`config.mk`:
```
export PLATFORM = sky130hd
export DESIGN_NAME = serial_pattern_tx_flat
export DESIGN_NICKNAME = d
export VERILOG_FILES = /design/src/rtl/serial_pattern_tx_pkg.sv /design/src/rtl/serial_pattern_tx_if.sv /design/src/rtl/serial_pattern_tx_bit_tick_gen.sv /design/src/rtl/serial_pattern_tx.sv /design/src/flat_wrapper.sv
export SDC_FILE = /design/constraint.sdc
export NUM_CORES = 1
export LEC_CHECK = 0
export ABC_AREA = 1
export CAP_MARGIN = 40
export CORE_MARGIN = 2
export CORE_UTILIZATION = 50
export DETAILED_ROUTE_END_ITERATION = 12
export PLACE_DENSITY = 0.66
export SETUP_SLACK_MARGIN = 0.4
export SKIP_LAST_GASP = 1
export SYNTH_ARGS = -nofsm -noshare
export SYNTH_HDL_FRONTEND = slang
export SYNTH_HIERARCHICAL = 1
export SYNTH_SLANG_ARGS = --single-unit
```
`constraint.sdc`:
```
create_clock -name clk -period 6.7 [get_ports clk]
set_clock_uncertainty 0.2 [all_clocks]
set_input_delay 1.005 -clock clk [delete_from_list [all_inputs] [get_ports clk]]
set_output_delay 1.005 -clock clk [all_outputs]
set_load 0.1 [all_outputs]
```
`src/rtl/serial_pattern_tx_pkg.sv`:
```
// Shared definitions for the serial pattern transmitter and its sequence detector.
// Both ends import the header defaults from here so they always agree.
package seq_pkg;
  typedef enum logic [1:0] {
    ST_IDLE   = 2'd0,
    ST_HEADER = 2'd1,
    ST_DATA   = 2'd2
  } tx_state_e;

  localparam int SEQ_WIDTH_DEF = 4;
  localparam logic [SEQ_WIDTH_DEF-1:0] MATCH_SEQ_DEF = 4'b1001;

  function automatic int clog2_min1(input int v);
    return (v > 1) ? $clog2(v) : 1;
  endfunction

  function automatic int max_int(input int a, input int b);
    return (a > b) ? a : b;
  endfunction
endpackage

```
`src/rtl/serial_pattern_tx_if.sv`:
```
// Parallel word handshake into the serial transmitter.
interface serial_pattern_tx_if #(
  parameter int DATA_WIDTH = 8
);
  logic [DATA_WIDTH-1:0] in_data;
  logic                  in_valid;
  logic                  in_ready;

  modport master (output in_data, output in_valid, input  in_ready);
  modport slave  (input  in_data, input  in_valid, output in_ready);
endinterface

```
`src/rtl/serial_pattern_tx_bit_tick_gen.sv`:
```
// Bit-period clock enable: tick is high for one cycle every DIVISOR enabled cycles.
// pre_tick flags the cycle before a tick so callers can register tick-aligned outputs.
module bit_tick_gen
  import seq_pkg::*;
#(
  parameter int DIVISOR = 12_500_000
) (
  input  logic clk,
  input  logic rst_n,
  input  logic enable,
  input  logic clear,
  output logic tick,
  output logic pre_tick
);
  localparam int CW = clog2_min1(DIVISOR);
  localparam logic [CW-1:0] LAST = CW'(DIVISOR - 1);
  localparam logic [CW-1:0] PRE  = CW'((DIVISOR > 1) ? DIVISOR - 2 : 0);

  logic [CW-1:0] r_cnt;

  assign tick     = enable && (r_cnt == LAST);
  assign pre_tick = (DIVISOR > 1) && enable && (r_cnt == PRE);

  always_ff @(posedge clk or negedge rst_n) begin
    if (!rst_n)                        r_cnt <= '0;
    else if (clear || tick || !enable) r_cnt <= '0;
    else                               r_cnt <= r_cnt + 1'b1;
  end
endmodule

```
`src/rtl/serial_pattern_tx.sv`:
```
// Bit-serial transmitter: optional MATCH_SEQ header, then the payload word MSB-first,
// each bit held for DIVISOR clk cycles. Supports back-to-back frames with no gap.
module serial_pattern_tx
  import seq_pkg::*;
#(
  parameter int                   DATA_WIDTH    = 8,
  parameter int                   SEQ_WIDTH     = SEQ_WIDTH_DEF,
  parameter logic [SEQ_WIDTH-1:0] MATCH_SEQ     = MATCH_SEQ_DEF,
  parameter bit                   INSERT_HEADER = 1'b1,
  parameter int                   DIVISOR       = 12_500_000,
  parameter bit                   IDLE_LEVEL    = 1'b0
) (
  input  logic               clk,
  input  logic               rst_n,
  serial_pattern_tx_if.slave tx_if,
  output logic               tx_stream,
  output logic               bit_strobe,
  output logic               frame_done,
  output logic               busy
);
  localparam int IW = clog2_min1(max_int(SEQ_WIDTH, DATA_WIDTH));
  localparam int HW = clog2_min1(SEQ_WIDTH);
  localparam logic [IW-1:0] HDR_TOP = IW'(SEQ_WIDTH - 1);
  localparam logic [IW-1:0] DAT_TOP = IW'(DATA_WIDTH - 1);

  tx_state_e             r_state, w_state_nxt;
  logic [IW-1:0]         r_idx, w_idx_nxt;
  logic [DATA_WIDTH-1:0] r_sh, w_sh_nxt;
  logic w_tick, w_pre_tick, w_accept, w_last;
  logic w_tx_nxt, w_strobe_nxt, w_done_nxt, w_busy_nxt;

  assign w_last         = (r_state == ST_DATA) && (r_idx == '0);
  assign tx_if.in_ready = (r_state == ST_IDLE) || (w_last && w_tick);
  assign w_accept       = tx_if.in_valid && tx_if.in_ready;

  bit_tick_gen #(.DIVISOR(DIVISOR)) u_tick (
    .clk      (clk),
    .rst_n    (rst_n),
    .enable   (r_state != ST_IDLE),
    .clear    (w_accept),
    .tick     (w_tick),
    .pre_tick (w_pre_tick)
  );

  always_comb begin
    w_state_nxt = r_state;
    w_idx_nxt   = r_idx;
    w_sh_nxt    = r_sh;
    unique case (r_state)
      ST_HEADER: if (w_tick) begin
        if (r_idx == '0) begin
          w_state_nxt = ST_DATA;
          w_idx_nxt   = DAT_TOP;
        end else w_idx_nxt = r_idx - 1'b1;
      end
      ST_DATA: if (w_tick) begin
        w_sh_nxt = r_sh << 1;
        if (r_idx == '0) w_state_nxt = ST_IDLE;
        else             w_idx_nxt   = r_idx - 1'b1;
      end
      default: ;
    endcase
    // Accept overrides the end-of-frame return to IDLE, giving gapless chaining.
    if (w_accept) begin
      w_sh_nxt    = tx_if.in_data;
      w_state_nxt = INSERT_HEADER ? ST_HEADER : ST_DATA;
      w_idx_nxt   = INSERT_HEADER ? HDR_TOP : DAT_TOP;
    end

    w_busy_nxt   = (w_state_nxt != ST_IDLE);
    w_strobe_nxt = w_accept || (w_tick && w_busy_nxt);
    unique case (w_state_nxt)
      ST_HEADER: w_tx_nxt = MATCH_SEQ[w_idx_nxt[HW-1:0]];
      ST_DATA:   w_tx_nxt = w_sh_nxt[DATA_WIDTH-1];
      default:   w_tx_nxt = IDLE_LEVEL;
    endcase
    // frame_done is registered, so it is raised one cycle ahead of the final tick.
    w_done_nxt = (DIVISOR == 1) ? ((w_state_nxt == ST_DATA) && (w_idx_nxt == '0))
                                : (w_last && w_pre_tick);
  end

  always_ff @(posedge clk or negedge rst_n) begin
    if (!rst_n) begin
      r_state    <= ST_IDLE;
      r_idx      <= '0;
      r_sh       <= '0;
      tx_stream  <= IDLE_LEVEL;
      bit_strobe <= 1'b0;
      frame_done <= 1'b0;
      busy       <= 1'b0;
    end else begin
      r_state    <= w_state_nxt;
      r_idx      <= w_idx_nxt;
      r_sh       <= w_sh_nxt;
      tx_stream  <= w_tx_nxt;
      bit_strobe <= w_strobe_nxt;
      frame_done <= w_done_nxt;
      busy       <= w_busy_nxt;
    end
  end
endmodule

```
`src/flat_wrapper.sv`:
```
// flat-port wrapper written by rule: the top's interface ports become plain ports
module serial_pattern_tx_flat import seq_pkg::*;
#(
  parameter int                   DATA_WIDTH    = 8,
  parameter int                   SEQ_WIDTH     = SEQ_WIDTH_DEF,
  parameter logic [SEQ_WIDTH-1:0] MATCH_SEQ     = MATCH_SEQ_DEF,
  parameter bit                   INSERT_HEADER = 1'b1,
  parameter int                   DIVISOR       = 12_500_000,
  parameter bit                   IDLE_LEVEL    = 1'b0
)
  (clk, rst_n, tx_stream, bit_strobe, frame_done, busy, tx_if_in_data, tx_if_in_valid, tx_if_in_ready);
  serial_pattern_tx_if #(.DATA_WIDTH(DATA_WIDTH)) tx_if_i ();
  input  logic clk;
  input  logic rst_n;
  output logic tx_stream;
  output logic bit_strobe;
  output logic frame_done;
  output logic busy;
  input wire logic [$bits(tx_if_i.in_data)-1:0] tx_if_in_data;
  input wire logic [$bits(tx_if_i.in_valid)-1:0] tx_if_in_valid;
  output wire logic [$bits(tx_if_i.in_ready)-1:0] tx_if_in_ready;
  assign tx_if_i.in_data = tx_if_in_data;
  assign tx_if_i.in_valid = tx_if_in_valid;
  assign tx_if_in_ready = tx_if_i.in_ready;
  serial_pattern_tx #(.DATA_WIDTH(DATA_WIDTH), .SEQ_WIDTH(SEQ_WIDTH), .MATCH_SEQ(MATCH_SEQ), .INSERT_HEADER(INSERT_HEADER), .DIVISOR(DIVISOR), .IDLE_LEVEL(IDLE_LEVEL)) u_core (.clk(clk), .rst_n(rst_n), .tx_if(tx_if_i), .tx_stream(tx_stream), .bit_strobe(bit_strobe), .frame_done(frame_done), .busy(busy));
endmodule
```
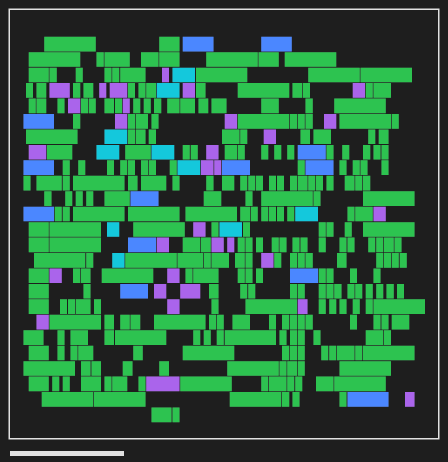
(cell sizes after repair)
Bar = 20 µm.
- green: _0 and _1 cells (cells 305; share 85%)
- blue: _6 and larger (cells 13; share 3.6%)
- cyan: _3 and _4 cells (cells 10; share 2.8%)
- purple: _2 cells (cells 31; share 8.6%)

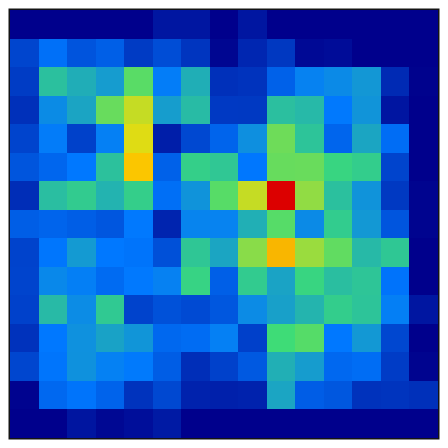
(wire density map)
15 x 15 tiles, from dark blue (low) to red (high), scaled to the fullest tile. Values are wire area over tile area, all layers added.
- nearly empty tiles: 18%
- densest ninth of the die: center
- emptiest ninth of the die: upper right
Routed WL per cell: 11.9 µm
total wire length: 5.07 mm

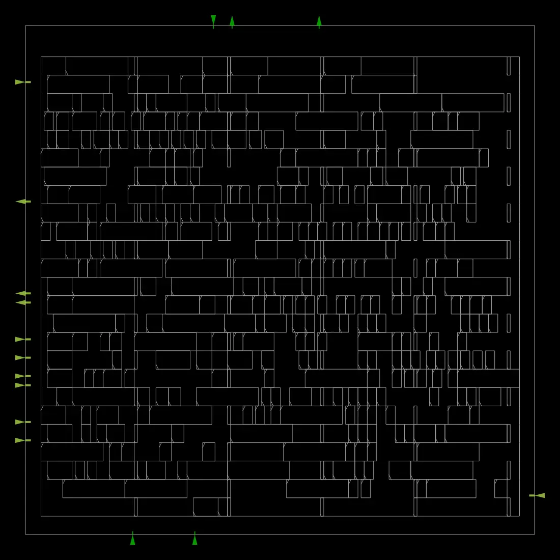
(cell outlines without signal wires)
flip-flop and latch count: 41
Tap Cells: 67
Final Core Density: 60.4%
number of filler instances in the final layout: 460

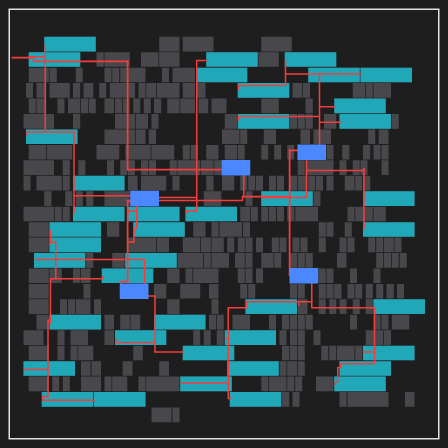
(clock wires, drivers and flops)
- red: clock wires (length 525 µm)
- cyan: flip-flops (count 41)
- blue: clock drivers (count 5)
- flops lie: all over the die

==> impl_metrics.yaml <==
# implementation run metrics
run_status:
  status: "complete, no violations"
power:
  net-switching-power_mw: 0.0907
  powerComb_mw: 0.0116
  ir_drop_mv: 0.0932
  clock_net_power_mw: 0.178
  reported_leakage_power_nw: 1.36
  power_frac_clock_pct: 40.8
  pwr-share-seq_pct: 56.6
cts:
  holdBufCountCts: 0
  clock.latency.late_pin_ns: 0.29
  numCtsBuffers: 5
  cts_setup_buffers: 0
  clockRootBuffer: "sky130_fd_sc_hd__clkbuf_8"
  htree_levels: 2
  ctsResizeCount: 0
  clk_transition_reported_paths_ns: 0.08
  clock_tree.buffer_depth: 2
critical_path:
  biggest_cell_delay_along_the_critical_path_ns: 0.51
  worstSetupEndpoint: "tx_if_in_ready"
  crit_path_max_fanout: 8
  worst-path-stages: 11
  cp-end-kind: "output port"
  timing.critical_path.slowest_stage_cell: "sky130_fd_sc_hd__clkdlybuf4s50_1"
  path_buffers: 5
  worst_r2r_dst: "u_core/u_tick/r_cnt[16]$_DFF_PN0_"
  worstSetupStartpointType: "flip-flop"
  startpoint_to_endpoint_class_of_the_critical_path: "reg2out"
  rr_startpoint: "u_core/u_tick/r_cnt[0]$_DFF_PN0_"
  timing.critical_path.required_ns: 5.49
  critical_path_cell_sequence: "ha_1 -> inv_2 -> nor2_4 -> inv_2 -> nor2_2 -> nand2_2 -> inv_1 -> nand4_1 -> nand2_2 -> clkdlybuf4s50_1 -> buf_8"
  worst_path_dominant_cell_family: "buffers and inverters"
  cp-startpoint: "u_core/u_tick/r_cnt[0]$_DFF_PN0_"
placement:
  post-place-cells: 418
  total_cell_area_at_the_placement_stage_um2: 2810
  dp_hpwl_mm: 3.92
  port_buffers: 15
  placement.setup.worst_slack_ns: 3.07
cells_and_area:
  final_layout_top_logic_cell: "sky130_fd_sc_hd__nand2_1"
  flip_flop_count_of_the_largest_register_all_copies_and_words_added: 24
  area_dominant_class: "multi-input combinational cells"
  n_all_buffers: 21
  logic_gates: 251
  final_layout_size_suffix_gt1_share_pct: 15.0
  design.final.nets: 378
  inverter_count: 38
  syn_to_layout_area_delta_pct: 14.3
  largest_register: "u_core/u_tick/r_cnt"
  area_of_the_multi_input_gates_um2: 1310
  seq_total_area_pct: 35.3
  sh_comb_area_pct: 45.1
global_route:
  grt.overflow.total: 0
  number_of_global_route_vias_before_repair: 1989
  grt_start_max_net_pins: 27
  met1_track_demand_over_resource_pct: 25.6
  grt_pass1_wl_mm: 8.79
  grt_util_met3_pct: 4.10
  grt_antenna_before_repair: 0
  track_usage_pct: 20.5
  highest_utilization_routing_layer_at_the_global_route_stage: "met2"
synth:
  syn-cell-area_um2: 2550
  simple_gate_share_pct: 37.4
  synth_cells: 335
  synthDominantAreaCellType: "sky130_fd_sc_hd__dfrtp_1"
  synthTopCellsByCount: "sky130_fd_sc_hd__nand2_1 (97), sky130_fd_sc_hd__nor2_1 (57), sky130_fd_sc_hd__dfrtp_1 (41)"
  top_logic_kind: "simple AND/OR/NAND/NOR gates"
  dominantRegCellSynth: "sky130_fd_sc_hd__dfrtp_1"
  synth_sequential_area_ratio_pct: 40.3
  ys_sh_aoi_pct: 4.47
  postSynthRegisterBits: 41
  edf_count: 0
  yosysUniqueCellTypes: 31
  multiplexer_share_pct: 0
  synth-adder-area-share_pct: 4.42
  ys_sh_xor_pct: 5.16
  synth_top_cell_by_count: "sky130_fd_sc_hd__nand2_1"
  yosys-stat-area_um2: 2550
  synthesis.area_per_instance_um2: 7.60
  ys_top_cells_by_area: "sky130_fd_sc_hd__dfrtp_1 (40%), sky130_fd_sc_hd__nand2_1 (14%), sky130_fd_sc_hd__nor2_1 (8.4%), sky130_fd_sc_hd__nand3_1 (4.7%), sky130_fd_sc_hd__inv_1 (4.6%)"
  synth.net_count: 355
timing:
  setup_slack_ns: 2.75
  finalCritPeriodShare_pct: 59.0
  report.final.hold_viol_count: 0
  worst_hold_slack_ns: 0.314
  totalNegativeSetupSlack_ns: 0
  slew_viol_final: 0
  relSlewSlack_pct: 73.3
  layout_min_cycle_time_ns: 3.95
  tightestPinTransition_ns: 0.401
  setup_viol_count_final: 0
drt:
  drt_pre_antenna_iters: 4
  top_layer_used: "met4"
  vias_per_cell: 4.91
  drt_iter0_drc: 107
  wire_length_on_met1_mm: 2.30
  drc: 0
die:
  initCoreUtil_pct: 52.9
  row_count: 25
  top_level_ports: 16
  chip_area_um2: 5680
flow_run:
  openroad.warnings: 31
  maxCapViolations: 0
worst_hold_path:
  hold_path.startpoint: "u_core/r_sh[0]$_DFFE_PN0P_"
  holdPathEnd: "u_core/r_sh[0]$_DFFE_PN0P_"
Power figures rest on the tool's default switching activity, not on a simulated workload.
